`config.mk`:
```
export PLATFORM = sky130hd
export DESIGN_NAME = fqmul_mont_pipe_flat
export DESIGN_NICKNAME = d
export VERILOG_FILES = /design/src/rtl/dilithium_pkg.sv /design/src/rtl/fqmul_mont_pipe_if.sv /design/src/rtl/fqmul_mont_lane.sv /design/src/rtl/fqmul_mont_pipe.sv /design/src/flat_wrapper.sv
export SDC_FILE = /design/constraint.sdc
export NUM_CORES = 2
export LEC_CHECK = 0
export CAP_MARGIN = 10
export CORE_MARGIN = 1
export CORE_UTILIZATION = 47
export DETAILED_ROUTE_END_ITERATION = 12
export PLACE_DENSITY = 0.64
export SYNTH_ARGS = -nofsm -noshare
export SYNTH_HDL_FRONTEND = slang
export SYNTH_SLANG_ARGS = --single-unit
```
`constraint.sdc`:
```
create_clock -name i_clock -period 7.4 [get_ports i_clock]
set_clock_uncertainty 0.2 [all_clocks]
set_input_delay 1.48 -clock i_clock [delete_from_list [all_inputs] [get_ports i_clock]]
set_output_delay 1.48 -clock i_clock [all_outputs]
set_load 0.005 [all_outputs]
```
`src/rtl/dilithium_pkg.sv`:
```
// Shared constants and types for the Dilithium arithmetic datapaths.
// Holds the default coefficient width, the modulus, the Montgomery constants
// and the latency of the pipelined Montgomery multiplier. That latency depends
// on the optional macro FQMUL_CANON_EN.
package dilithium_pkg;

    localparam int unsigned DIL_W    = 32;
    localparam int unsigned DIL_Q    = 8380417;
    localparam int unsigned DIL_QINV = 58728449;  // Q^-1 mod 2^32
    localparam int unsigned DIL_MONT = 4193792;   // 2^32 mod Q

    typedef logic signed [DIL_W-1:0] coeff_t;

`ifdef FQMUL_CANON_EN
    localparam int unsigned DIL_FQMUL_LAT = 4;
`else
    localparam int unsigned DIL_FQMUL_LAT = 3;
`endif

endpackage

```
`src/rtl/fqmul_mont_pipe_if.sv`:
```
// Operand/result stream interface for fqmul_mont_pipe.
// Signals:
//   clear      synchronous flush of every pipeline stage
//   in_valid   operand beat valid         in_ready   beat accepted this cycle
//   a, b       LANES x W signed operands  (lane i = [i*W +: W])
//   out_valid  result beat valid          out_ready  downstream accepts result
//   r          LANES x W signed results   busy       a stage holds a valid beat
// The master modport is the producer/consumer side; the slave modport is the multiplier.
interface fqmul_mont_pipe_if
    import dilithium_pkg::*;
#(
    parameter int unsigned W     = DIL_W,
    parameter int unsigned LANES = 1
);

    logic                 clear;
    logic                 in_valid;
    logic                 in_ready;
    logic [LANES*W-1:0]   a;
    logic [LANES*W-1:0]   b;
    logic                 out_valid;
    logic                 out_ready;
    logic [LANES*W-1:0]   r;
    logic                 busy;

    modport master (
        output clear, in_valid, a, b, out_ready,
        input  in_ready, out_valid, r, busy
    );

    modport slave (
        input  clear, in_valid, a, b, out_ready,
        output in_ready, out_valid, r, busy
    );

endinterface

```
`src/rtl/fqmul_mont_lane.sv`:
```
// One lane of the Montgomery multiplier datapath: r = a*b*2^-W mod Q.
// Every stage register loads when i_en is high. There is no valid tracking here.
// Ports:
//   i_clock, i_reset  clock, asynchronous active-high reset (data regs cleared)
//   i_en              pipeline advance
//   i_a, i_b          signed W-bit operands
//   o_r               signed W-bit result. It is canonical [0,Q) when FQMUL_CANON_EN is defined.
module fqmul_mont_lane
    import dilithium_pkg::*;
#(
    parameter int unsigned W    = DIL_W,
    parameter int unsigned Q    = DIL_Q,
    parameter int unsigned QINV = DIL_QINV
) (
    input  logic         i_clock,
    input  logic         i_reset,
    input  logic         i_en,
    input  logic [W-1:0] i_a,
    input  logic [W-1:0] i_b,
    output logic [W-1:0] o_r
);

    localparam int unsigned W2     = 2 * W;
    localparam logic [W-1:0]  QINV_W = W'(QINV);
    localparam logic [W2-1:0] Q_W2   = W2'(Q);

    logic [W2-1:0] w_p;
    logic [W2-1:0] r_p1;
    logic [W2-1:0] r_p2;
    logic [W-1:0]  w_t;
    logic [W-1:0]  r_t;
    logic [W2-1:0] w_tq;
    logic [W2-1:0] w_d;
    logic [W-1:0]  r_r;
    logic          w_unused_lo;

    // Sign-extended operands make the low 2W bits of the product equal the signed product.
    assign w_p  = {{W{i_a[W-1]}}, i_a} * {{W{i_b[W-1]}}, i_b};
    assign w_t  = r_p1[W-1:0] * QINV_W;
    assign w_tq = {{W{r_t[W-1]}}, r_t} * Q_W2;
    assign w_d  = r_p2 - w_tq;
    // The subtraction cancels the low half exactly, so only the high half is kept.
    assign w_unused_lo = ^w_d[W-1:0];

    // S1 product, S2 Montgomery quotient, S3 reduction
    always_ff @(posedge i_clock or posedge i_reset) begin
        if (i_reset) begin
            r_p1 <= '0;
            r_p2 <= '0;
            r_t  <= '0;
            r_r  <= '0;
        end else if (i_en) begin
            r_p1 <= w_p;
            r_p2 <= r_p1;
            r_t  <= w_t;
            r_r  <= w_d[W2-1:W];
        end
    end

`ifdef FQMUL_CANON_EN
    localparam logic [W-1:0] Q_W = W'(Q);
    logic [W-1:0] r_c;

    // S4: fold the centred result into [0, Q)
    always_ff @(posedge i_clock or posedge i_reset) begin
        if (i_reset) begin
            r_c <= '0;
        end else if (i_en) begin
            r_c <= r_r + (r_r[W-1] ? Q_W : '0);
        end
    end

    assign o_r = r_c;
`else
    assign o_r = r_r;
`endif

endmodule

```
`src/rtl/fqmul_mont_pipe.sv`:
```
// Pipelined multi-lane Montgomery multiplier, r = a*b*2^-W mod Q.
// The multiplier takes one operand beat per cycle and uses valid/ready backpressure.
// Latency is 3 cycles, or 4 when FQMUL_CANON_EN is defined. The 4-cycle build
// gives a canonical output in [0, Q).
// Ports:
//   i_clock  rising-edge clock
//   i_reset  asynchronous active-high reset
//   bus      fqmul_mont_pipe_if slave: clear, in_valid/in_ready, a, b,
//            out_valid/out_ready, r, busy
module fqmul_mont_pipe
    import dilithium_pkg::*;
#(
    parameter int unsigned W     = DIL_W,
    parameter int unsigned LANES = 1,
    parameter int unsigned Q     = DIL_Q,
    parameter int unsigned QINV  = DIL_QINV
) (
    input  logic               i_clock,
    input  logic               i_reset,
    fqmul_mont_pipe_if.slave   bus
);

    localparam int unsigned STAGES = DIL_FQMUL_LAT;

    logic [STAGES-1:0]  r_vld;
    logic [STAGES-1:0]  w_vld_nxt;
    logic               r_busy;
    logic               w_adv;
    logic [LANES*W-1:0] w_r;

    // The whole pipe shifts when the output slot is empty or being drained.
    // clear wins over an incoming beat.
    always_comb begin
        w_adv     = !r_vld[STAGES-1] || bus.out_ready;
        w_vld_nxt = r_vld;
        if (bus.clear) begin
            w_vld_nxt = '0;
        end else if (w_adv) begin
            w_vld_nxt = {r_vld[STAGES-2:0], bus.in_valid};
        end
    end

    // Valid chain and busy flag
    always_ff @(posedge i_clock or posedge i_reset) begin
        if (i_reset) begin
            r_vld  <= '0;
            r_busy <= 1'b0;
        end else begin
            r_vld  <= w_vld_nxt;
            r_busy <= |w_vld_nxt;
        end
    end

    for (genvar g = 0; g < int'(LANES); g++) begin : g_lane
        fqmul_mont_lane #(
            .W    (W),
            .Q    (Q),
            .QINV (QINV)
        ) u_lane (
            .i_clock (i_clock),
            .i_reset (i_reset),
            .i_en    (w_adv),
            .i_a     (bus.a[g*W +: W]),
            .i_b     (bus.b[g*W +: W]),
            .o_r     (w_r[g*W +: W])
        );
    end

    assign bus.in_ready  = w_adv;
    assign bus.out_valid = r_vld[STAGES-1];
    assign bus.r         = w_r;
    assign bus.busy      = r_busy;

endmodule
```
`src/flat_wrapper.sv`:
```
// flat-port wrapper written by rule: the top's interface ports become plain ports
module fqmul_mont_pipe_flat import dilithium_pkg::*;
#(
    parameter int unsigned W     = DIL_W,
    parameter int unsigned LANES = 1,
    parameter int unsigned Q     = DIL_Q,
    parameter int unsigned QINV  = DIL_QINV
)
  (i_clock, i_reset, bus_clear, bus_in_valid, bus_a, bus_b, bus_out_ready, bus_in_ready, bus_out_valid, bus_r, bus_busy);
  fqmul_mont_pipe_if #(.W(W), .LANES(LANES)) bus_i ();
  input  logic i_clock;
  input  logic i_reset;
  input wire logic [$bits(bus_i.clear)-1:0] bus_clear;
  input wire logic [$bits(bus_i.in_valid)-1:0] bus_in_valid;
  input wire logic [$bits(bus_i.a)-1:0] bus_a;
  input wire logic [$bits(bus_i.b)-1:0] bus_b;
  input wire logic [$bits(bus_i.out_ready)-1:0] bus_out_ready;
  output wire logic [$bits(bus_i.in_ready)-1:0] bus_in_ready;
  output wire logic [$bits(bus_i.out_valid)-1:0] bus_out_valid;
  output wire logic [$bits(bus_i.r)-1:0] bus_r;
  output wire logic [$bits(bus_i.busy)-1:0] bus_busy;
  assign bus_i.clear = bus_clear;
  assign bus_i.in_valid = bus_in_valid;
  assign bus_i.a = bus_a;
  assign bus_i.b = bus_b;
  assign bus_i.out_ready = bus_out_ready;
  assign bus_in_ready = bus_i.in_ready;
  assign bus_out_valid = bus_i.out_valid;
  assign bus_r = bus_i.r;
  assign bus_busy = bus_i.busy;
  fqmul_mont_pipe #(.W(W), .LANES(LANES), .Q(Q), .QINV(QINV)) u_core (.i_clock(i_clock), .i_reset(i_reset), .bus(bus_i));
endmodule
```
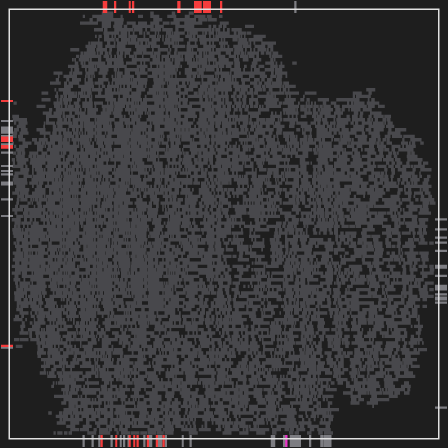
(ports around the boundary)
Pins as bars across the die edge, other pins in gray.
| port | color | pins | direction | edge |
|---|---|---|---|---|
| bus_b | red | 32 | input | 17 top, 8 bottom, 7 left |
| bus_out_ready | magenta | 1 | input | bottom |
all pins by edge: 46 bottom, 23 left, 19 top, 16 right
vertical die dimension: 349 um
Chip Width: 349 um
PortBufs: 103

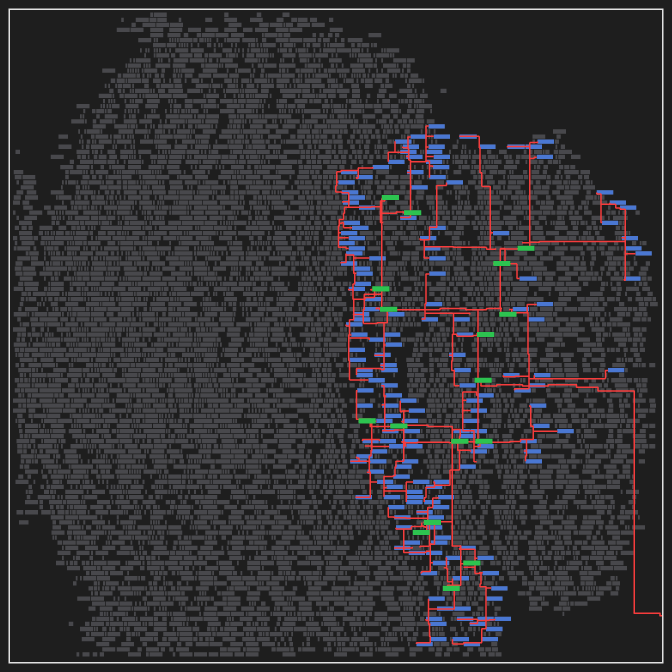
(clock distribution)
[clock drivers] green | count: 17
[flip-flops] blue | count: 183
[clock wires] red | length: 2800 um
routed clock nets: 18

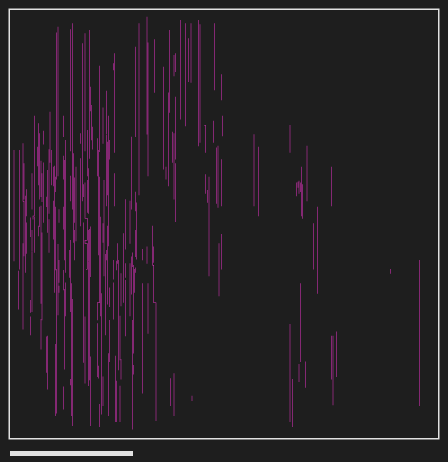
(the metal 4 layer)
Scale bar: 100 um.
longest straight run: 152 um
wire length on this layer: 9860 um
main direction: vertical
nets with wire on the layer: 163

==> flow_results.org <==
* Flow results

** STA
- Remaining max-slew budget at the tightest pin :: 36.6%
- Final Max Slew Viols :: 0
- RSZ-0062 raised after global routing :: true
- Looking at the max-slew report, the worst-margin pin has a slew of 952 ps.
- Worst Slack Setup Final :: -1100 ps
- Total Neg Setup Slack :: -49220 ps
- Derived from the worst setup path, the maximum achievable clock frequency is 118 MHz.
- Final hold slack :: approximately 270 ps
- Of the available clock period, the critical path in the final layout requires 115%.
- Number of hold-slack violations in the final timing report :: 0
- The routed design could run at a clock period as short as between 8000 and 9000 ps.
- Final setup vio count :: roughly 74

** Min path
- Per the hold report, the tightest min-delay path originates at u_core.g_lane[0].u_lane.r_p1[49].
- Hold Crit Depth :: 2
- The most critical min-delay path falls under reg -> reg.
- Hold Path End :: u_core.g_lane[0].u_lane.r_p2[49]

** Critical path
- The worst setup path is captured at a flop.
- Cell depth of the worst flop-to-flop path :: 34
- Reg2Reg Setup Slack :: -910 ps
- Arrival @ worst endpoint :: about 8600 ps
- Among all stages on the critical path, the maximum delay recorded is 650 ps.
- The startpoint identified for the worst register-to-register timing path is u_core.g_lane[0].u_lane.r_p2[7].
- Maximum fanout encountered on the critical timing path :: 5
- Required time at the worst-slack endpoint :: 7530 ps
- Cell count along the critical path :: 28
- For the worst reg-to-reg path, the endpoint reported by OpenROAD is u_core.g_lane[0].u_lane.o_r[31].
- The critical path contains buffers and inverters numbering 7 combined.
- For reference, the critical path is captured by u_core.g_lane[0].u_lane.r_p1[57].
- By startpoint and endpoint, the worst setup path is classified as in -> reg.
- Per the STA report, the cell with the highest stage delay on the worst path is sky130_fd_sc_hd__fa_2.
- Broken down by cell family, the worst path's largest delay share belongs to adder cells.
- OpenSTA lists the critical path startpoint as bus_b[3].
- STA classifies the critical path startpoint as a primary input.

** Clock tree
- Number of buffers created by CTS :: 17
- Per the CTS log, the maximum H-tree level is 4.
- Looking at the worst setup and hold paths, the clock pins of their registers show a slew of about 70 ps.
- CTS reports a maximum clock tree buffer depth of 2.
- Post-CTS repair ended up resizing 935 cells.
- Looking at the clock tree report, the root buffer type is sky130_fd_sc_hd__clkbuf_16.
- The clock reaches the later pin of the worst-skew pair after 470 ps.
- The number of setup buffers added after CTS is 214.
- TritonCTS built the clock tree.

** Yosys
- Synthesized-area fraction occupied by xor and xnor cells :: 3.35%
- Total cells reported by yosys after synthesis :: 6115
- Biggest area contributors in the synthesized netlist :: sky130_fd_sc_hd__fa_1 47%, sky130_fd_sc_hd__ha_1 12%, sky130_fd_sc_hd__inv_1 8.9%, sky130_fd_sc_hd__dfrtp_1 8.1%, sky130_fd_sc_hd__nand2_1 6.9%
- The post-synth count of flops with an enable pin is 0.
- After synthesis, flip-flops and latches occupy ~8% of the total area.
- The synthesized netlist devotes between 50% and 60% of its cell area to adder and majority cells.
- The number of nets in the synthesized netlist is between 8k and 9k.
- Compound-gate portion of the synthesized area :: 6.40%
- Synthesized netlist cell count :: just over 6k
- Proportion of register bits with asynchronous set or reset after synthesis :: 100%
- The cell area that synthesis handed to floorplanning was 0.0567 mm2.
- Commonest cells in the synthesized netlist :: 1352 x sky130_fd_sc_hd__inv_1, 1319 x sky130_fd_sc_hd__fa_1, 1047 x sky130_fd_sc_hd__nand2_1
- Number of flip-flops and latches in the synthesized netlist :: between 150 and 200
- In the synthesized netlist the dominant register cell turns out to be sky130_fd_sc_hd__dfrtp_1.
- For reference, the top logic cell family by area is adder cells.
- The most frequently used library cell after synthesis is sky130_fd_sc_hd__inv_1.
- For this run, the number of Yosys warnings is 0.
- After synthesis, the mean cell area works out to 9.27 um2.

** Routing
- Number of vias per cell :: 5.21
- The iteration count recorded for the first detailed-route pass is 6.
- The routed layout has 45.4k vias.
- First-iteration detailed-routing DRC count :: 3120
- The count of nets left with antenna violations once routing finished came out at 0.
- In the final routing, the length of wire on met1 measures 70.1 mm.
- Uppermost layer routed :: met5
- After detailed routing, the number of remaining DRC violations is 0.
- The routed design shows a wire length per standard cell of 20.1 um.
- Per the detail_route log, met3 wirelength is 10.8 mm.
- Summed over all layers, the routed wires come to 175 mm.

** Placed design
- Note, the detailed placer reported a final HPWL of 131 mm.
- Once placement finished, the instance area stood at 0.0666 mm2.
- Placer Congestion :: roughly 0.9
- Minimum setup slack after placement :: -2060 ps
- Count of placed standard cells including taps :: 8393

** Cells and area
- Cells fill 61.5% of the core in the end.
- Logic gate fraction of the total cell area :: between 60% and 70%
- 4320 cells are multi-input combinational gates.
- Flop share of the area :: 6.22%
- Total inserted antenna cells :: 0
- Across the whole layout, storage elements account for 0.00458 mm2.
- Layout inverter count without the clock tree :: 1354
- Total number of sequential cells :: 183
- For this run, the post-layout net count is 9001.
- FILL cells :: 9701
- Most common cell after layout, fill and taps aside :: sky130_fd_sc_hd__inv_1
- By instance count after routing, the leading logic cell types are 1246 x sky130_fd_sc_hd__inv_1, 1219 x sky130_fd_sc_hd__fa_1, 977 x sky130_fd_sc_hd__nand2_1.
- By area, the class that comes first in the final layout consists of logic gates.
- After the flow finishes, the layout carries non-filler instances totaling roughly 8.7k.

** Global route
- Antenna violations before repair :: 3
- Largest net degree at the start of global routing :: 124
- Global routing consumed, on the met2 layer, 49.5% of the routing resources.
- Global route summary, busiest routing layer listed as met2.
- On met3, the global router reports a usage of 3.67%.
- The first global-routing pass estimated 279 mm of wire.
- Total congestion overflow :: 0
- Via count of the first global-routing pass :: 49.5k
- Global routing used 29.6% of the available tracks across all layers.

** Job
- The tool warning count for the run is 57.
- Number of max-capacitance violations reported :: 0

** Floorplanning
- For this configuration, the core starts out at a cell density of 47.3%.
- After floorplanning, the die was sized to cover 0.122 mm2.
- # rows :: 127
- Tapcells inserted :: 1612
- about 100 I/O pins were placed.
- After floorplanning, the core was sized to cover 0.120 mm2.

** Status
- The run finished, with violations left.
- Violated checks :: setup timing
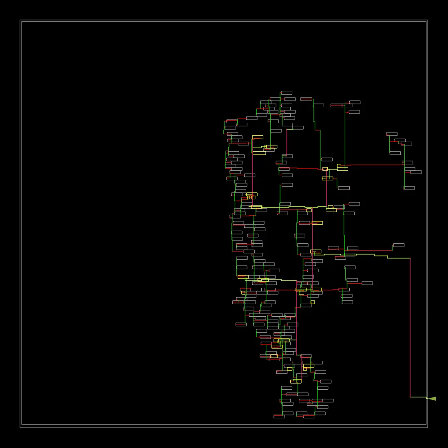
(clock wiring as the flow saved it)
number of clock buffers in the layout: 18
clock sink count: 183

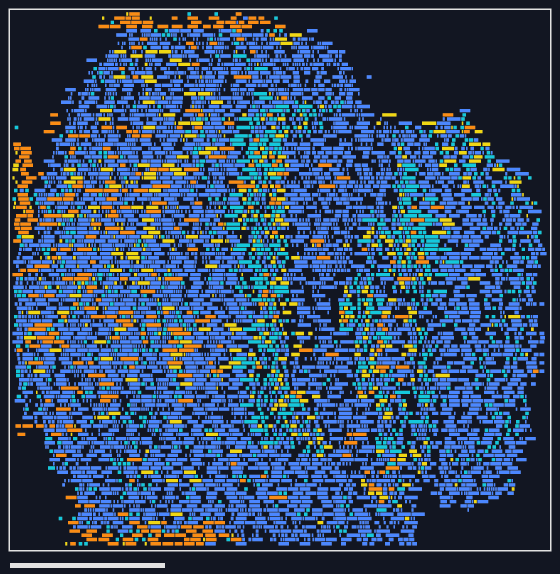
(cells by drive strength)
Scale bar: 100 um.
| size | color | cells |
|---|---|---|
| _6 and larger | orange | 342 |
| _3 and _4 cells | cyan | 1030 |
| _2 cells | yellow | 468 |
| _0 and _1 cells | blue | 5258 |
Worst Slack Setup Final: -1100 ps
post-route cell area: 0.0737 mm2
number of non-clock buffers: 1209
Synth-to-Final Area Change: 30.0%

